`config.mk`:
```
export PLATFORM = sky130hd
export DESIGN_NAME = tdm_demux_1x8
export DESIGN_NICKNAME = d
export VERILOG_FILES = /design/src/rtl/tdm_pkg.sv /design/src/rtl/slot_counter.sv /design/src/rtl/tdm_demux_1x8.sv
export SDC_FILE = /design/constraint.sdc
export NUM_CORES = 1
export LEC_CHECK = 0
export CORE_MARGIN = 1
export CORE_UTILIZATION = 45
export DETAILED_ROUTE_END_ITERATION = 8
export GPL_TIMING_DRIVEN = 0
export PLACE_DENSITY = 0.71
export SYNTH_ARGS = -nofsm -noshare
export SYNTH_HDL_FRONTEND = slang
export SYNTH_SLANG_ARGS = --single-unit
export TNS_END_PERCENT = 10
```
`constraint.sdc`:
```
create_clock -name clk -period 4.3 [get_ports clk]
set_clock_uncertainty 0.15 [all_clocks]
set_input_delay 0.86 -clock clk [delete_from_list [all_inputs] [get_ports clk]]
set_output_delay 0.86 -clock clk [all_outputs]
set_load 0.05 [all_outputs]
```
`src/rtl/tdm_pkg.sv`:
```
// ============================================================================
//  Module      : tdm_pkg
//  Description : Shared constants, state type and channel-slice helper for
//                the 8-channel TDM demultiplexer.
//  Revision    : 1.0 - initial release
// ============================================================================
`default_nettype none

package tdm_pkg;

    // Number of TDM channels and width of the slot index
    localparam int CH    = 8;
    localparam int SEL_W = 3;

    // Frame-alignment state: searching for SYNC, or aligned to the frame
    typedef enum logic [0:0] {
        HUNT   = 1'b0,
        LOCKED = 1'b1
    } state_t;

    // Bit offset of channel k inside a bus of W-bit channel slices
    function automatic int ch_off(input int k, input int w);
        return k * w;
    endfunction

endpackage

`default_nettype wire

```
`src/rtl/slot_counter.sv`:
```
// ============================================================================
//  Module      : slot_counter
//  Description : Mod-8 slot index counter with synchronous clear-to-0 and
//                load-to-1, plus a terminal flag at the last slot.
//  Revision    : 1.0 - initial release
// ============================================================================
`default_nettype none

module slot_counter
    import tdm_pkg::*;
(
    input  logic             clk,
    input  logic             rst_n,
    input  logic             en,
    input  logic             load1,
    input  logic             clr,
    output logic [SEL_W-1:0] count,
    output logic             term
);

    // Clear wins over load, load wins over increment; wraps naturally mod 8
    always_ff @(posedge clk or negedge rst_n) begin
        if (!rst_n) begin
            count <= '0;
        end else if (clr) begin
            count <= '0;
        end else if (load1) begin
            count <= SEL_W'(1);
        end else if (en) begin
            count <= count + 1'b1;
        end
    end

    // Terminal flag marks the slot whose sample completes a frame
    assign term = (count == SEL_W'(CH - 1));

endmodule

`default_nettype wire

```
`src/rtl/tdm_demux_1x8.sv`:
```
// ============================================================================
//  Module      : tdm_demux_1x8
//  Description : Receive end of an 8-channel TDM link. Serial samples are
//                collected into a shadow register and published as a whole
//                frame on O with a one-cycle FRAME_VALID pulse.
//  Options     : define TDM_DEMUX_SYNC_CHECK_EN to enable framing checks
//                (early / missing SYNC) and the SYNC_ERR pulse. Without it
//                the block flywheels once locked and SYNC_ERR is 0.
//  Revision    : 1.0 - initial release
// ============================================================================
`default_nettype none

module tdm_demux_1x8
    import tdm_pkg::*;
#(
    parameter int W = 1
)
(
    input  logic              clk,
    input  logic              rst_n,
    input  logic [W-1:0]      DIN,
    input  logic              EN,
    input  logic              SYNC,
    output logic [CH*W-1:0]   O,
    output logic [SEL_W-1:0]  SEL,
    output logic              FRAME_VALID,
    output logic              LOCK,
    output logic              SYNC_ERR
);

    state_t                  state;
    state_t                  state_nxt;
    logic [(CH-1)*W-1:0]     shadow;     // slots 0..6; slot 7 goes straight to O
    logic [SEL_W-1:0]        sel;
    logic                    sel_term;

    logic                    wr_en;
    logic [SEL_W-1:0]        wr_slot;
    logic                    cnt_inc;
    logic                    cnt_load1;
    logic                    cnt_clr;
    logic                    publish;
`ifdef TDM_DEMUX_SYNC_CHECK_EN
    logic                    err;
    logic                    sync_err_q;
`endif

    slot_counter u_slot_counter (
        .clk   (clk),
        .rst_n (rst_n),
        .en    (cnt_inc),
        .load1 (cnt_load1),
        .clr   (cnt_clr),
        .count (sel),
        .term  (sel_term)
    );

    // Decode the action for this cycle from state, slot index and strobes
    always_comb begin
        state_nxt = state;
        wr_en     = 1'b0;
        wr_slot   = '0;
        cnt_inc   = 1'b0;
        cnt_load1 = 1'b0;
        cnt_clr   = 1'b0;
        publish   = 1'b0;
`ifdef TDM_DEMUX_SYNC_CHECK_EN
        err       = 1'b0;
`endif
        if (EN) begin
            case (state)
                HUNT: begin
                    if (SYNC) begin
                        wr_en     = 1'b1;
                        wr_slot   = '0;
                        cnt_load1 = 1'b1;
                        state_nxt = LOCKED;
                    end
                end
                default: begin
`ifdef TDM_DEMUX_SYNC_CHECK_EN
                    if (SYNC && (sel != '0)) begin
                        // Early SYNC: drop the partial frame, restart at slot 0
                        err       = 1'b1;
                        wr_en     = 1'b1;
                        wr_slot   = '0;
                        cnt_load1 = 1'b1;
                    end else if (!SYNC && (sel == '0)) begin
                        // Missing SYNC: alignment lost, go back to hunting
                        err       = 1'b1;
                        cnt_clr   = 1'b1;
                        state_nxt = HUNT;
                    end else begin
                        cnt_inc = 1'b1;
                        if (sel_term) begin
                            publish = 1'b1;
                        end else begin
                            wr_en   = 1'b1;
                            wr_slot = sel;
                        end
                    end
`else
                    cnt_inc = 1'b1;
                    if (sel_term) begin
                        publish = 1'b1;
                    end else begin
                        wr_en   = 1'b1;
                        wr_slot = sel;
                    end
`endif
                end
            endcase
        end
    end

    // Frame-alignment state register
    always_ff @(posedge clk or negedge rst_n) begin
        if (!rst_n) begin
            state <= HUNT;
        end else begin
            state <= state_nxt;
        end
    end

    // Shadow register collects slots 0..6 of the frame in progress
    always_ff @(posedge clk or negedge rst_n) begin
        if (!rst_n) begin
            shadow <= '0;
        end else if (wr_en) begin
            shadow[ch_off(int'(wr_slot), W) +: W] <= DIN;
        end
    end

    // Whole-frame publish: slot 7 sample joins the shadow in one edge
    always_ff @(posedge clk or negedge rst_n) begin
        if (!rst_n) begin
            O           <= '0;
            FRAME_VALID <= 1'b0;
        end else begin
            FRAME_VALID <= publish;
            if (publish) begin
                O <= {DIN, shadow};
            end
        end
    end

`ifdef TDM_DEMUX_SYNC_CHECK_EN
    // Framing-error pulse register
    always_ff @(posedge clk or negedge rst_n) begin
        if (!rst_n) begin
            sync_err_q <= 1'b0;
        end else begin
            sync_err_q <= err;
        end
    end
    assign SYNC_ERR = sync_err_q;
`else
    assign SYNC_ERR = 1'b0;
`endif

    assign SEL  = sel;
    assign LOCK = (state == LOCKED);

endmodule

`default_nettype wire

```
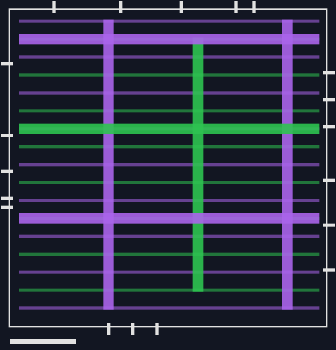
Figure 1: run 1, PDN straps and rails.
Scale bar: 10 um. Pins as bars on the die edge.
VSS: marked purple. VDD: marked green.
3 straps on met4. 19 signal pins sit on the boundary. 17 met1 rails follow the rows.

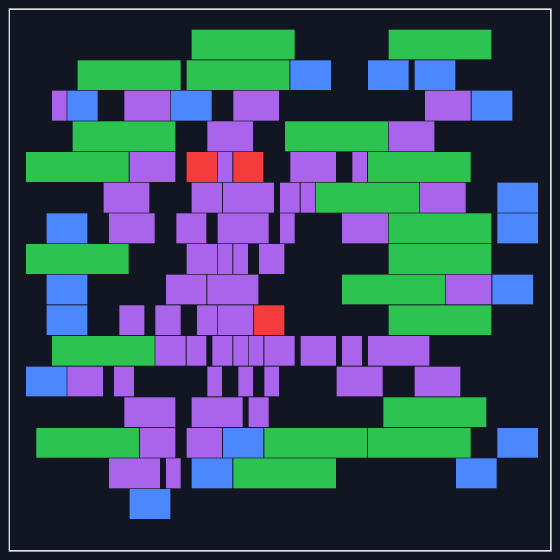
Figure 2: run 1, cell classes on the final placement.
clock-net drivers: marked red, cells 3. registers: marked green, cells 20. remaining logic cells: marked purple, cells 55. remaining buffers and delay cells: marked blue, cells 18.

==> deck_impl_summary.md, run 1 <==
Physical Implementation Snapshot

Run status
  – Outcome: finished, final reports clean

Cells and area
  – Flop count: 20
  – Largest Register: O
  – Largest cell class: registers
  – Final Cell Area: 0.00118 mm2
  – Final Net Count: 109
  – Final core utilization: 59.3%
  – Register area: 500 um2
  – Ant. Diodes: 0
  – Non-clk invs: 2
  – Area delta synth->final: 23.8%
  – Top cell excl fill/tap: dfrtp_1
  – Clock tree cell share of total cell area: 1.91%
  – Most numerous logic cells after layout: 20 x dfrtp_1, 17 x clkdlybuf4s50_1, 14 x mux2_2
  – Largest registers: O x8, shadow x7, u_slot_counter.count x3
  – Seq area share: 42.6%
  – Fillers: 156
  – Logic area: 434 um2
  – Final cell count without fillers: 123
  – Clock buffers: 3
  – Flip-flop count of the largest register after layout: 8
  – Count of plain and timing-repair buffers: 18

Synth
  – Area leader share: 52.7%
  – Simple logic cell fraction of the synthesized area: 12.3%
  – Mux cell area share after synthesis: 18.2%
  – Compound Share, Synth: 6.98%
  – Top logic family: multiplexers
  – Synth Cell Area: 950 um2
  – Ys async rst share: 100%
  – Cell Type Count: 23
  – Area leader, netlist: dfrtp_1
  – Syn Inst Count: 76
  – Adder Area Share: 7.91%
  – YS chip area: 950 um2
  – Most frequent cells after synthesis: 20 x dfrtp_1, 14 x mux2_2, 6 x ha_1, 6 x nand2_1, 4 x nor2_1
  – #FFs+latches synth: 20
  – Sequential-to-total area share from yosys stat: 52.7%
  – Main area contributors: dfrtp_1 53%, mux2_2 17%, ha_1 7.9%

Clock network
  – CTS max path bufs: 2
  – Root Buffer: clkbuf_4
  – Total CTS buffers: 3
  – Num Clock Sinks: 20
  – # resized after CTS: 0
  – H-tree levels: 1
  – Clock-pin slew on the worst setup and hold paths: 0.10 ns
  – Clk_lat worst skew: 0.29 ns

STA
  – RSZ-0062 raised after global routing: no
  – Final period utilization: 80.7%
  – Worst slew margin: 42.5%
  – Fmax: 0.288 GHz
  – Fin. Hold Viols: 0
  – Setup TNS: 0 ns
  – Slew at the pin with the worst max-slew slack: 0.860 ns
  – Final Setup Violations: 0

Worst setup path
  – Arrival time worst endpoint: 3.51 ns
  – Worst R2R Path Depth: 9
  – Crit path capture type: flip-flop

Placed design
  – Pre-CTS WS: 0.526 ns
  – Hpwl dp: 1140 um
  – Placed instance area: 0.00115 mm2
  – Gpl congestion: 0.820

GRT
  – Largest net degree at the start of global routing: 21
  – Total track usage: 15.7%
  – GR Util met1: 22.6%
  – Remaining Overflow, GRT: 0
  – Grt peak-use layer: met2
  – Met3 GRT Util: 3.40%

Power
  – Sequential Power Share: 38.4%
  – Sw Pwr: 320 uW
  – Cell Int Power: 451 uW
  – Clock network power: 82.6 uW
  – Pwr/cell area: 655 mW/mm2
  – VDD IR max: 0.000295 V
  – Seq power: 296 uW
  – P_comb: 392 uW

Die
  – Tap cells: 27
  – Die width: 47.9 um
  – Die height: 47.9 um
  – Row count: 16
  – Total die area: 0.00230 mm2
  – Ports: 19
  – Core Region: 0.00198 mm2

Min path
  – Hold Path Cell Cnt: 1
  – Hold Crit Class: flip-flop to flip-flop

Drt
  – M1 WL: 719 um
  – Wire length per cell: 12.1 um
  – Initial DRC count: 9
  – Met2 wire length: 708 um

Run
  – OpenROAD warning count: 28
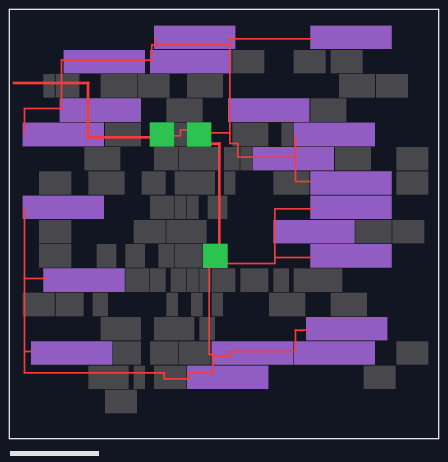
Figure 3: run 1, clock wires, drivers and flops.
Scale bar: 10 um.
clock-net drivers: marked green, count 3. flip-flops: marked purple, count 20. clock wires: marked red, length 210 um.
Position of the flops: spread over the die.

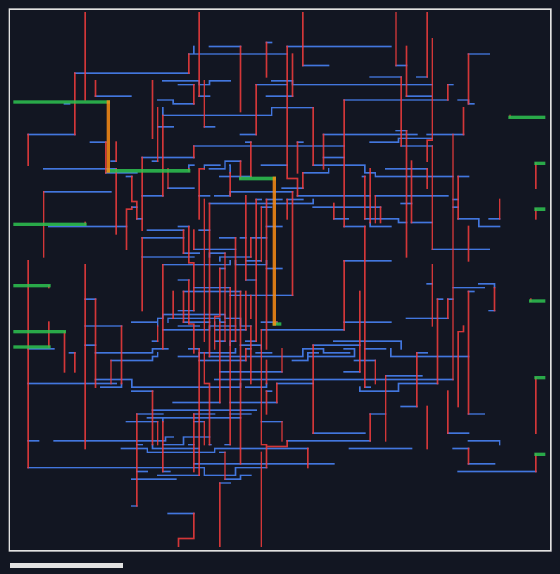
Figure 4: run 1, wiring by layer.
Scale bar: 10 um.
M4: marked orange, wire length 19.0 um. M2: marked red, wire length 709 um. M3: marked green, wire length 42.1 um. M1: marked blue, wire length 720 um.

==> run 1: worst paths after layout <==
| check | from | to | slack [ns] |
|---|---|---|---|
| min in group asynchronous | rst_n | O[4] | 0.90 |
| hold reg to reg | shadow[0] | O[0] | 0.36 |
| hold / removal | shadow[0] | O[0] | 0.36 |
| setup / recovery | EN | shadow[2] | 0.83 |
| setup reg to reg | u_slot_counter.count[0] | shadow[2] | 0.98 |
| max in group asynchronous | rst_n | O[5] | 2.57 |
==> run 1: worst max-delay path, cell delays in order <==
cell and delay [ns]:
clkdlybuf4s50_1 0.59, nand4b_1 0.23, ha_1 0.27, ha_1 0.32, nand2b_1 0.09, or4_1 0.42, or3b_1 0.41, mux2_4 0.30
Figure 5. Clock routing (run 1).
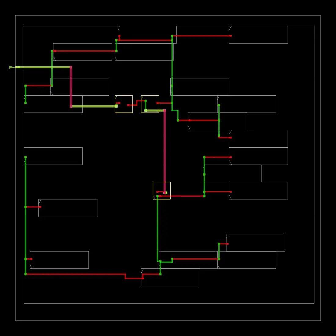

==> run 2, diff against run 1 <==
==> constraint.sdc (replaced) <==
create_clock -name clk -period 3.5 [get_ports clk]
set_clock_uncertainty 0.15 [all_clocks]
set_input_delay 0.7 -clock clk [delete_from_list [all_inputs] [get_ports clk]]
set_output_delay 0.7 -clock clk [all_outputs]
set_load 0.05 [all_outputs]
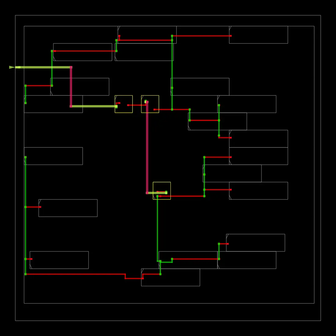
Figure 6: run 2, clock routing.
clock network power: 102 uW
clk_lat worst skew: 0.29 ns
total CTS buffers: 3
flop count: 20
Num Clock Sinks: 20

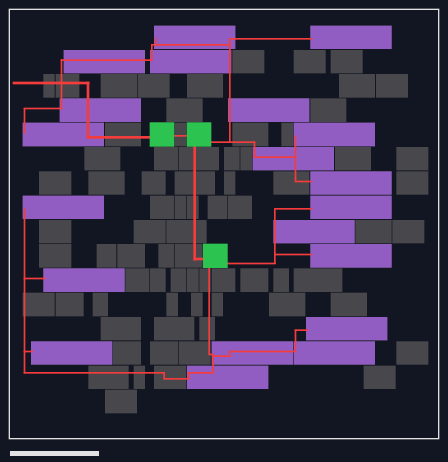
Figure 7: run 2, clock wires, drivers and flops.
Scale bar: 10 um.
flip-flops: marked purple, count 20. clock-net drivers: marked green, count 3. clock wires: marked red, length 211 um.
Position of the flops: spread over the die. There are 4 routed clock nets.

==> run 2 against run 1 <==
Synthesized cell count is the same. Cell area grew 0.85%. Flip-flop count is the same. Critical path depth grew 2. Power grew 23%. Sequential share of layout area shrank 0.36 points. Setup slack lost 0.60 ns. Clock-buffer cell count is the same. Clock power grew about 20%. Critical endpoint unchanged.
==> deck_impl_summary.md, run 2 <==
Physical Implementation Snapshot

Synth
  – Main area contributors: dfrtp_1 53%, mux2_2 17%, ha_1 7.9%
  – #FFs+latches synth: 20 (unchanged)
  – YS chip area: 950 um2 (unchanged)
  – Most frequent cells after synthesis: 20 x dfrtp_1, 14 x mux2_2, 6 x ha_1, 6 x nand2_1, 4 x nor2_1
  – Area leader, netlist: dfrtp_1
  – Mux cell area share after synthesis: 18.2% (unchanged)
  – Synth Cell Area: 950 um2 (unchanged)
  – Cell Type Count: 23 (unchanged)
  – Syn Inst Count: 76 (unchanged)

STA
  – Slew at the pin with the worst max-slew slack: 0.856 ns (-0.00388 ns)
  – Fin. Hold Viols: 0 (unchanged)
  – RSZ-0062 raised after global routing: no

Die
  – Row count: 16 (unchanged)
  – Die width: 47.9 um (unchanged)

Cells and area
  – Final Cell Area: 0.00119 mm2 (+0.85%)
  – Area delta synth->final: 24.9%
  – Top cell excl fill/tap: dfrtp_1
  – Non-clk invs: 2 (unchanged)
  – Logic area: 437 um2 (+0.58%)
  – Flip-flop count of the largest register after layout: 8 (unchanged)
  – Clock tree cell share of total cell area: 1.90% (-0.016 points)
  – Ant. Diodes: 0 (unchanged)
  – Largest registers: O x8, shadow x7, u_slot_counter.count x3
  – Register area: 500 um2 (unchanged)

Clock network
  – # resized after CTS: 0 (unchanged)
  – Clock-pin slew on the worst setup and hold paths: 0.10 ns (about the same)
  – CTS max path bufs: 2 (unchanged)

Min path
  – Hold wc startpoint: shadow[0]
  – Hold Path Cell Cnt: 1 (unchanged)
  – Hold Crit Class: flip-flop to flip-flop

Worst setup path
  – Worst R2R Path Depth: 10 (+1)
  – R2R Path End: shadow[2]
  – Worst setup path end: shadow[2]
  – CP max stage cell: dfrtp_1
  – RR Startpoint: u_slot_counter.count[0]

Drt
  – Met2 wire length: 708 um (unchanged)

Run status
  – Outcome: finished, final reports clean

GRT
  – Remaining Overflow, GRT: 0 (unchanged)
  – Largest net degree at the start of global routing: 21 (unchanged)
  – Total track usage: 15.7% (unchanged)

Power
  – VDD IR max: 0.000364 V (+24%)
  – Pwr/cell area: 802 mW/mm2 (+22%)

Placed design
  – Pre-CTS WS: -0.114 ns (-0.640 ns)
  – Hpwl dp: 1140 um (unchanged)
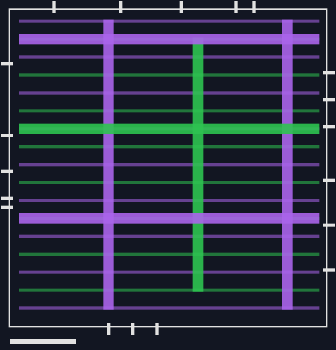
Figure 8: run 2, PDN straps and rails.
Scale bar: 10 um. Pins as bars on the die edge.
VDD: marked green. VSS: marked purple.
3 straps on met5. 19 signal pins sit on the boundary.

## run 2: cell types whose count changed in the layout (fill, tap and decap cells not counted), sizes merged
cell | before | now
buf | 1 | 2
## run 2: stage by stage
step                      hold WS, ns  instances  total power [mW]  setup TNS [ns]  utilization, %
final                           0.359        124             0.952               0            59.8
after global routing            0.379        124              1.01               0            59.8
after CTS                       0.366        123             0.959               0            59.3
after detailed placement        0.342        120             0.856          -0.114            58.2
after global placement          0.337        120             0.838         -0.0800            58.2
after floorplan                 0.254         76             0.706               0               -
## run 2: critical path, delay by kind of cell, from the launching register on
family | cells | cell delay (ns)
multiplexers | 1 | 0.30
flip-flops | 1 | 0.47
adder cells (fa/ha/maj) | 4 | 1.04
AND/OR/NAND/NOR | 5 | 1.20
Power and IR drop assume default switching activity.
